==> config.mk <==
export PLATFORM = sky130hd
export DESIGN_NAME = bcd_serial_addsub
export DESIGN_NICKNAME = d
export VERILOG_FILES = /design/src/rtl/bcd_serial_addsub.sv
export SDC_FILE = /design/constraint.sdc
export NUM_CORES = 1
export LEC_CHECK = 0
export ABC_AREA = 0
export CORE_UTILIZATION = 45
export DETAILED_ROUTE_END_ITERATION = 8
export PLACE_DENSITY = 0.73
export SETUP_SLACK_MARGIN = 0.15
export SLEW_MARGIN = 20
export SYNTH_ARGS = -nofsm -noshare
export SYNTH_HDL_FRONTEND = slang
export SYNTH_SLANG_ARGS = --single-unit
==> constraint.sdc <==
create_clock -name clk -period 3.6 [get_ports clk]
set_clock_uncertainty 0.15 [all_clocks]
set_input_delay 0.72 -clock clk [delete_from_list [all_inputs] [get_ports clk]]
set_output_delay 0.72 -clock clk [all_outputs]
set_load 0.05 [all_outputs]
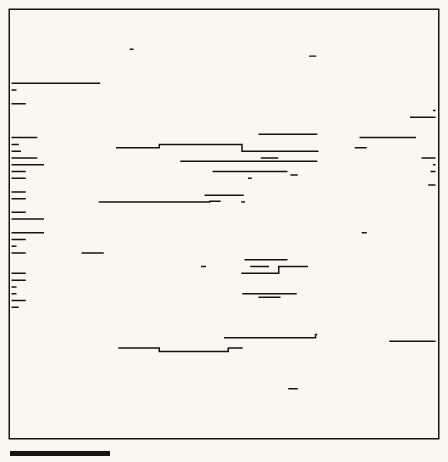
Fig. 1. Signal wires on met3.
Bar = 20 um.
The longest straight run is 27.1 um. The layer carries 339 um of wire.
total vias in the final route: 2655
met3 Use GR: 5.486%
aggregate routed wire length: 7685 um

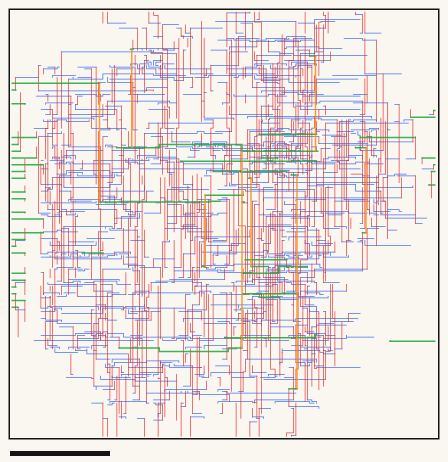
Fig. 2. Routed metal, one colour a layer.
Bar = 20 um.
Key: M4 = orange [wire length 194 um]; M1 = blue [wire length 3330 um]; M3 = green [wire length 339 um]; M2 = red [wire length 3820 um]
detailed-route wire length per cell: 15.13 um
GRT Resource Usage Total: 22.42%

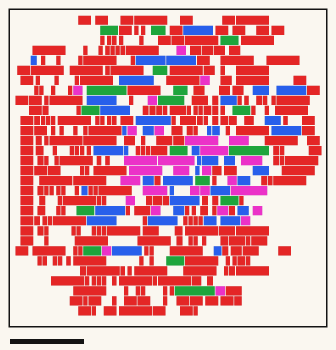
Fig. 3. Cell sizes after repair.
Bar = 20 um.
Key: x3 and x4 = magenta [cells 28, most used buf_4]; x6 and larger = green [cells 17, most used clkbuf_8]; x2 = blue [cells 41, most used mux4_2]; x1 and smaller = red [cells 326, most used nand2_1]
Syn-to-layout area delta: 37.27%
buffers outside the clock class: 77
post-layout worst setup margin: 65.62 ps
post-route standard cell area excluding fillers: 4332 um^2

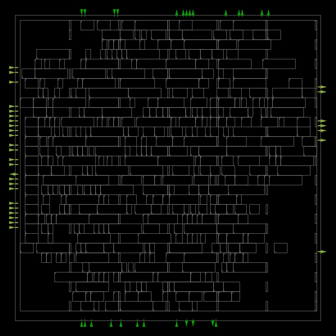
Fig. 4. Placement view.
standard-cell rows: 30
final core utilization: 63.76%
total number of tap cells: 96
Core ar.: 6794 um^2
non-filler instance count after layout: 508

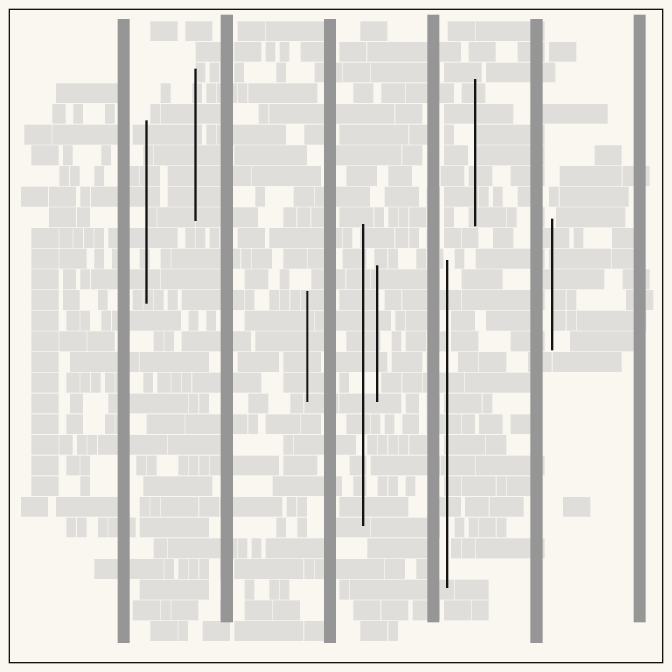
Fig. 5. The metal 4 layer.
Supply wires on this layer in grey.
The layer carries 194 um of wire. The longest straight run is 42.8 um. The wires run mostly vertical. The layer holds 2.5% of the routed length. 6 nets have wire on it.

==> flow_metrics.py <==
# Synthesis and PnR figures
metrics = {
    "synth": {
        "synth.net_count": 386,
        "synth_async_sr_flop_share_pct": 100.0,
        "synth_flops": 57,
        "enable_flop_cells": 0,
        "top_cell": "sky130_fd_sc_hd__nand2_1",
        "area_fraction_of_the_dominant_cell_type_after_synthesis_pct": 45.20,
        "netlist_instances": 333,
        "synth.top_cells.by_area": "sky130_fd_sc_hd__dfrtp_1 (45%), sky130_fd_sc_hd__nand2_1 (14%), sky130_fd_sc_hd__mux4_2 (8.6%)",
        "yosysTopAreaCell": "sky130_fd_sc_hd__dfrtp_1",
        "sequential_share_of_the_synthesized_area_pct": 45.20,
        "area_figure_in_the_yosys_stat_output_um2": 3156,
        "postSynthAreaPerCell_um2": 9.476,
        "post_synth_most_frequent_cells": "sky130_fd_sc_hd__nand2_1 (119), sky130_fd_sc_hd__dfrtp_1 (57), sky130_fd_sc_hd__inv_1 (18)",
        "dominantRegCellSynth": "sky130_fd_sc_hd__dfrtp_1",
        "ys_cells": 333,
        "synth_cell_types": 46,
        "synth-warning-count": 0,
        "synth.cell_area_um2": 3156,
    },
    "critical_path": {
        "worstPathMaxFanout": 6,
        "critical_path.endpoint_type": "flop",
        "crit_slowest_cell": "sky130_fd_sc_hd__mux4_2",
        "critPathLaunchType": "flop",
        "criticalPathCategory": "reg -> reg",
        "critical-path-max-stage-delay_ps": 540,
        "r2r_slack_ps": 70,
        "cp_data_required_time_ps": 3710,
        "arrival_ps": 3640,
        "cp_cell_sequence": "buf_6, mux4_2, inv_2, ha_1, mux2_4, ha_4, xor2_4, inv_2, ha_4, a2111oi_4, buf_4, nor3_4, o31ai_1",
        "worst-r2r-cell-count": 13,
    },
    "sta": {
        "hold_viol": 0,
        "worst_slew_pin_slew_ps": 664.6,
        "final.period_utilization_pct": 98.18,
        "relSlewSlack_pct": 55.69,
        "grt_setup_unrepaired": "true",
        "setup_viol_count_final": 0,
        "timing.fmax_ghz": 0.2829,
        "timing.final.max_slew_violations": 0,
        "final_period_minus_worst_setup_slack_ps": 3534,
    },
    "clocking": {
        "cts.htree.levels": 3,
        "inserted_clock_buffers": 9,
        "worstSkewPairLatency_ps": 340,
        "clkSlewWorstSetupHoldPaths_ps": 70,
        "clock_tree_from_tritoncts": "yes",
        "cts_sinks": 57,
        "clockRootBuffer": "sky130_fd_sc_hd__clkbuf_8",
        "cts-root-to-sink-buffers": 2,
    },
    "placed_design": {
        "hpwl_um": 5506,
        "port-buffer-count": 56,
        "gpl.final_weighted_congestion": 0.8760,
        "dpl_cell_area_um2": 3892,
    },
    "job": {
        "timing.max_cap.violations": 0,
        "openroad.warnings": 35,
    },
    "global_route": {
        "grt_first_pass_wirelength_um": 12300,
        "grt_antenna_before_repair": 0,
        "grt-ovfl-total": 0,
        "grt_max_degree": 38,
        "first_global_vias": 2574,
    },
    "layout": {
        "sequential_cell_area_um2": 1429,
        "comb_cell_area_um2": 1739,
        "drive_gt1_share_pct": 20.87,
        "n_fill_cell": 557,
        "final_net_count": 460,
        "diodes": 0,
    },
    "route": {
        "post-route-drc-count": 0,
        "drtAntennaViolNets": 0,
        "detailedRoute.firstPassIterationCount": 4,
        "dr.first_iter.drc_count": 151,
        "vias_per_cell": 5.226,
    },
    "status": {
        "status": "finished, final reports clean",
    },
    "floorplanning": {
        "core_util_floorplan_pct": 46.45,
        "floorplan.die.width_um": 85.74,
        "die_h_um": 85.74,
        "chip_area_um2": 7351,
        "pin_count": 57,
    },
    "worst_hold_path": {
        "min_path_type": "in -> async",
    },
}
cell families (layout without fill, tap and decap cells):
family | after synthesis | count (layout) | synth area share [%]
DFF | 57 | 57 | 45.20
and+or+nand+nor | 152 | 152 | 20.06
adders and majority gates | 17 | 17 | 7.217
muxes | 14 | 14 | 9.239
xor gates and xnor gates | 4 | 4 | 1.110
AOI/OAI and AO/OA | 57 | 57 | 12.85
buffers and inverters | 32 | 111 | 4.322
cells in the final DEF, fill, tap and decap left out, drive strengths merged, types with 2 or more instances in the layout:
master,n
mux4,12
a22o,8
nand2b,2
a2111oi,3
o21ai,17
clkinv,2
nand2,120
clkdlybuf4s50,55
a21oi,13
nor3,5
inv,18
bufinv,3
nand4,3
nand3,2
o31ai,7
buf,22
a31oi,2
clkbuf,11
ha,15
nor2,13
dfrtp,57
xor2,3
fa,2
layout make-up:
cell class,count,share of cell area (%)
inverter,18,1.560
timing repair buffer,77,17.10
sequential,57,32.99
clock buffer,11,3.033
multi-input combinational,244,40.15
clock inverter,5,2.397
tap,96,2.773
routing by layer:
metal  track usage (%)  part of all wire, %
met5                 0                    0
met2             37.16                   50
met4             11.06                  2.5
met3             5.486                  4.4
met1             27.47                   43
critical path, delay by kind of cell (launching register included):
kind / cells / cell delay, ps
xor+xnor: 1 / 190
flops: 1 / 400
buf+inv: 4 / 530
compound gates: 2 / 560
fa+ha+maj: 3 / 730
simple gates: 1 / 60
mux: 2 / 830
per-stage QoR:
stage	worst slack [ps]	hold slack, ps	TNS, ps	instances
2_1_floorplan	152.8	274.4	0	333
3_3_place_gp	74.22	305.7	0	481
3_5_place_dp	40.01	309.6	0	481
4_1_cts	76.49	248.2	0	498
5_1_grt	-65.87	281.0	-221.8	508
6_report	65.62	243.2	0	508
timing repair:
item	CTS	global route
buffers inserted	1	10
gates resized	12	18
setup endpoints to repair	14	15
pin swaps	6	8
hold buffers	0	0
cloned	0	0
